$ cat src/rtl/vga_frame_reader.sv
`default_nettype none
// ============================================================================
// Module   : vga_frame_reader
// Purpose  : Prefetches one framebuffer row per display line into a ping-pong
//            line buffer and streams horizontally upscaled rrr_ggg_bb pixels.
// Revision : 1.0  initial release
// ============================================================================
module vga_frame_reader #(
  parameter int          FB_WIDTH   = 160,
  parameter int          FB_HEIGHT  = 120,
  parameter int          SCALE      = 4,
  parameter logic [14:0] BASE_ADDR  = 15'h0000,
  parameter int          RD_LATENCY = 1
) (
  input  logic        clk,
  input  logic        reset,
  input  logic        enable,
  input  logic        line_start,
  input  logic [8:0]  line_y,
  input  logic        pix_en,
  output logic [14:0] vga_addr,
  input  logic [15:0] vga_data,
  output logic [7:0]  color,
  output logic        fetch_busy,
  output logic        underrun
);

  localparam int         WORDS = FB_WIDTH / 2;
  localparam int         KW    = (WORDS > 1) ? $clog2(WORDS) : 1;
  localparam int         SW    = (SCALE > 1) ? $clog2(SCALE) : 1;
  localparam int         PW    = $clog2(FB_WIDTH + 1);
  localparam int         DW    = (RD_LATENCY > 1) ? $clog2(RD_LATENCY) : 1;
  localparam logic [8:0] LINES = 9'(FB_HEIGHT * SCALE);

  typedef enum logic [1:0] {S_IDLE = 2'd0, S_ISSUE = 2'd1, S_DRAIN = 2'd2} state_t;

  state_t                       state_q, state_d;
  logic [KW-1:0]                k_q, k_d;
  logic [DW-1:0]                drain_q, drain_d;
  logic [14:0]                  addr_q, addr_d;
  logic                         fill_q, fill_d;
  logic [1:0]                   valid_q, valid_d;
  logic                         underrun_q, underrun_d;
  logic [RD_LATENCY-1:0][KW:0]  tag_q, tag_d;
  logic [SW-1:0]                sub_q, sub_d;
  logic [PW-1:0]                pix_q, pix_d;
  logic [7:0]                   color_q, color_d;
  logic [15:0]                  line_buf_q [2][WORDS];

  logic                         wr_en_d;
  logic                         wr_bank_d;
  logic [KW-1:0]                wr_idx_d;
  logic [15:0]                  wr_data_d;

  logic                         ls_go;
  logic [14:0]                  row;
  logic [14:0]                  fetch_base;
  logic                         cur_disp;
  logic [SW-1:0]                cur_sub;
  logic [PW-1:0]                cur_pix;
  logic                         in_row;
  logic [KW-1:0]                rd_idx;
  logic [15:0]                  rd_word;

  always_comb begin
    state_d    = state_q;
    k_d        = k_q;
    drain_d    = drain_q;
    addr_d     = addr_q;
    fill_d     = fill_q;
    valid_d    = valid_q;
    underrun_d = underrun_q;
    ls_go      = enable && line_start;
    row        = 15'(32'(line_y) / SCALE);
    fetch_base = BASE_ADDR + row * 15'(WORDS);

    // Tag delay line {valid, k}: the word driven now lands RD_LATENCY cycles later
    tag_d[0] = {(state_q == S_ISSUE), k_q};
    for (int i = 1; i < RD_LATENCY; i++) tag_d[i] = tag_q[i-1];
    if (!enable || line_start) tag_d = '0;

    wr_en_d   = tag_q[RD_LATENCY-1][KW] && enable && !ls_go;
    wr_bank_d = fill_q;
    wr_idx_d  = tag_q[RD_LATENCY-1][KW-1:0];
    wr_data_d = vga_data;

    if (!enable) begin
      state_d = S_IDLE;
    end else if (ls_go) begin
      fill_d          = ~fill_q;
      valid_d[fill_d] = 1'b0;
      k_d             = '0;
      drain_d         = '0;
      if (state_q != S_IDLE) underrun_d = 1'b1;
      if (line_y < LINES) begin
        state_d = S_ISSUE;
        addr_d  = fetch_base;
      end else begin
        state_d = S_IDLE;
      end
    end else begin
      case (state_q)
        S_ISSUE: begin
          if (k_q == KW'(WORDS - 1)) begin
            state_d = S_DRAIN;
            drain_d = '0;
          end else begin
            k_d    = k_q + KW'(1);
            addr_d = addr_q + 15'd1;
          end
        end
        S_DRAIN: begin
          if (drain_q == DW'(RD_LATENCY - 1)) begin
            state_d         = S_IDLE;
            valid_d[fill_q] = 1'b1;
          end else begin
            drain_d = drain_q + DW'(1);
          end
        end
        default: ;
      endcase
    end

    // A line_start coinciding with pix_en shows pixel 0 of the incoming bank
    cur_disp = ls_go ? fill_q : ~fill_q;
    cur_sub  = ls_go ? '0 : sub_q;
    cur_pix  = ls_go ? '0 : pix_q;
    in_row   = cur_pix < PW'(FB_WIDTH);
    rd_idx   = in_row ? KW'(cur_pix >> 1) : '0;
    rd_word  = line_buf_q[cur_disp][rd_idx];

    color_d = 8'h00;
    if (enable && pix_en && valid_q[cur_disp] && in_row)
      color_d = cur_pix[0] ? rd_word[7:0] : rd_word[15:8];

    sub_d = cur_sub;
    pix_d = cur_pix;
    if (pix_en && in_row) begin
      if (cur_sub == SW'(SCALE - 1)) begin
        sub_d = '0;
        pix_d = cur_pix + PW'(1);
      end else begin
        sub_d = cur_sub + SW'(1);
      end
    end
  end

  always_ff @(posedge clk) begin
    if (reset) begin
      state_q    <= S_IDLE;
      k_q        <= '0;
      drain_q    <= '0;
      addr_q     <= BASE_ADDR;
      fill_q     <= 1'b0;
      valid_q    <= '0;
      underrun_q <= 1'b0;
      tag_q      <= '0;
      sub_q      <= '0;
      pix_q      <= '0;
      color_q    <= 8'h00;
    end else begin
      state_q    <= state_d;
      k_q        <= k_d;
      drain_q    <= drain_d;
      addr_q     <= addr_d;
      fill_q     <= fill_d;
      valid_q    <= valid_d;
      underrun_q <= underrun_d;
      tag_q      <= tag_d;
      sub_q      <= sub_d;
      pix_q      <= pix_d;
      color_q    <= color_d;
    end
  end

  always_ff @(posedge clk) begin
    if (!reset && wr_en_d) line_buf_q[wr_bank_d][wr_idx_d] <= wr_data_d;
  end

  assign vga_addr   = addr_q;
  assign color      = color_q;
  assign fetch_busy = (state_q != S_IDLE);
  assign underrun   = underrun_q;

endmodule
`default_nettype wire

$ cat config.mk
export PLATFORM = sky130hd
export DESIGN_NAME = vga_frame_reader
export DESIGN_NICKNAME = d
export VERILOG_FILES = /design/src/rtl/vga_frame_reader.sv
export SDC_FILE = /design/constraint.sdc
export NUM_CORES = 2
export LEC_CHECK = 0
export ABC_AREA = 1
export CAP_MARGIN = 10
export CORE_ASPECT_RATIO = 0.7
export CORE_MARGIN = 8
export CORE_UTILIZATION = 57
export DETAILED_ROUTE_END_ITERATION = 10
export PLACE_DENSITY_LB_ADDON = 0.25
export SLEW_MARGIN = 20
export SYNTH_ARGS = -nofsm -noshare
export SYNTH_HDL_FRONTEND = slang
export SYNTH_SLANG_ARGS = --single-unit
export TNS_END_PERCENT = 5
$ cat constraint.sdc
create_clock -name clk -period 3.4 [get_ports clk]
set_clock_uncertainty 0.05 [all_clocks]
set_input_delay 0.68 -clock clk [delete_from_list [all_inputs] [get_ports clk]]
set_output_delay 0.68 -clock clk [all_outputs]
set_load 0.1 [all_outputs]
Sequential cells grouped by signal name:
Drawn at 1 px/um.
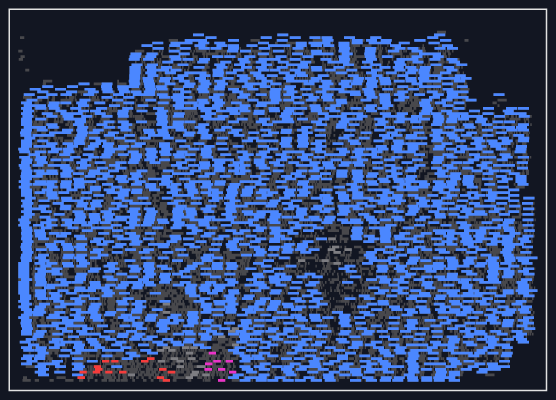
Key: line_buf_q = blue [placed flops 2,560, where widely spread]; vga_addr = red [placed flops 15, where bottom left]; pix_q = magenta [placed flops 8, where bottom middle]
Another 31 sequential cells are not coloured.
P_seq: 35.4 mW
Flop area: 78,000 um2
sequential cell area share: 62.4%

M3 wires:
Drawn at 1 px/um.
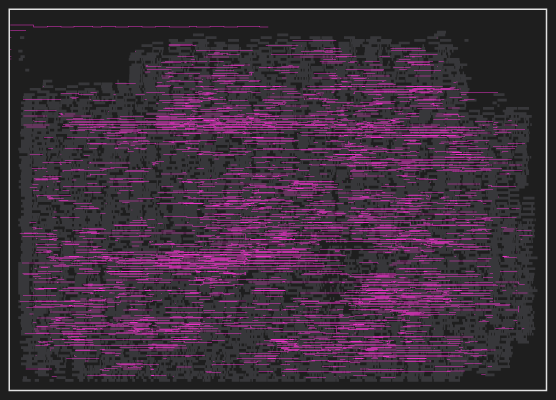
The longest straight run is 225 um. The layer holds 13% of the routed length. The wires run mostly horizontal. The layer carries 41.4 mm of wire.
Vias: 75,656
drt total wl: 308,000 um
met3 usage: 7.98%

Cell classes on the final placement:
Drawn at 1 px/um.
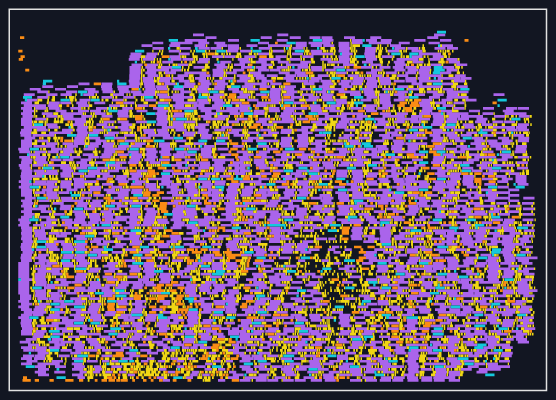
Key: other buffers and delay cells = orange [cells 792]; clock drivers and dummy loads = cyan [cells 430]; combinational and other logic = yellow [cells 6,254]; flops = purple [cells 2,614]
cell row count: 133
Final Instance Area: 125,000 um2
final core utilization: 66.5%

Cell placement:
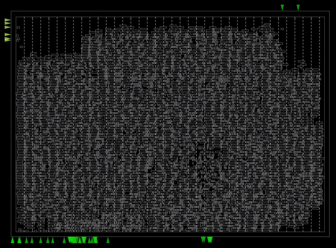
n_taps: 2,497
fin cells: 12,594
Core Region: 188,000 um2
Fill cells: 13,364

==> impl_metrics.csv <==
group,metric,value,unit
clock_tree,cts_buffer_depth,4,
place,dp.cells,12157,
layout,inverters_excl_clock,385,
detailed_routing,drtIter0Drc,11414,
hold_path,min-delay-path-class,"input pin to flop",
run_status,status,"completed",
global_routing,grt_pass1_wl,455000,um
layout,comb_cells,5869,
critical_path,required,4.15,ns
critical_path,critical_path.endpoint_type,"flop",
critical_path,crit_end,"color[1]",
logic_synthesis,synthesis.nets,9508,
logic_synthesis,async_flop_share,0,%
clock_tree,cts_buffers,237,
pwr,p_sw,14.8,mW
logic_synthesis,ys_sh_adder,0.181,%
clock_tree,htree_levels,4,
place,port_buffers,52,
hold_path,hold_depth,1,
pwr,power,65.6,mW
critical_path,r2r_start,"pix_q[7]",
global_routing,grt_antenna_before_repair,6,
global_routing,track_usage,29.5,%
logic_synthesis,flop_cell,"edfxtp_1",
critical_path,cp_max_fo,20,
critical_path,r2r_slack,0.30,ns
layout,buffers,792,
pwr,power_leader,"registers",
timing,worst_pin_slew,0.955,ns
place,dpl.hpwl,190000,um
global_routing,grt_start_max_net_pins,106,
timing,hold_viol_final,0,
logic_synthesis,ys_types,36,
die,die_w,536,um
clock_tree,hold_buffers,0,
layout,seq_cells,2614,
detailed_routing,route.detailed.drc,0,
logic_synthesis,synthTopCellsByCount,"nand2_1 (3,076), edfxtp_1 (2,560), nand3_1 (2,157)",
clock_tree,clk_latency,0.91,ns
-- placed cells by master, fill, tap and decap left out, drive strengths merged --
master         Yosys  final
clkinv             2    114
ha                14     14
o211ai             3      3
edfxtp          2560   2560
nor2             233    233
clkinvlp           0      8
xor2               3      3
nand3b            83     83
clkbuf           232    289
nor4               1      1
inv              383    386
nand3           2158   2158
fa                 1      1
a211oi             3      3
o21ai            204    204
bufinv             0     18
buf              363    781
nand4              4      4
or2                1      1
dfxtp             54     54
a31oi              3      3
a311oi             1      1
nand2           3082   3082
o31ai              2      2
xnor2              1      1
o21a               1      1
o2111ai            2      2
nor3              26     26
a221oi             3      3
clkdlybuf4s50      0     11
a21oi             40     40
diode              0      7
-- worst max-delay path, cell delays in order --
cell             delay, ns
clkdlybuf4s50_1       0.50
nand2_1               0.23
nand2_4               0.15
nand2_4               0.15
inv_8                 0.19
buf_12                0.19
buf_4                 0.18
nand2_1               0.06
nand3_1               0.11
nand3_1               0.12
nand3_1               0.12
nand3_1               0.33
nand3_1               0.26
buf_4                 0.16
nand3_1               0.07
nand2_1               0.19
nand2_1               0.10
a21oi_1               0.14
-- flip-flops by register name, summed over array words and instances, names as in the netlist --
name	cells
color	8
fill_q	1
k_q	7
line_buf_q	2560
pix_q	8
state_q	2
sub_q	2
tag_q	8
underrun	1
valid_q	2
vga_addr	15
-- routing by layer --
layer  global-route usage (%)  wire length [um]  vias up
met5                        0                41        -
met2                     43.0            133000     4678
met1                     43.5            122000    36563
li1                         -                 -    33845
met3                     7.98             41400      564
met4                     9.61             10700        6
-- logic make-up after synthesis --
kind of cell               Yosys count
and+or+nand+nor                   5588
xor gates and xnor gates             4
adders and majority gates           15
DFF                               2614
AOI/OAI and AO/OA                  262
buffers and inverters              980
Power is estimated from default activity; no workload was simulated.
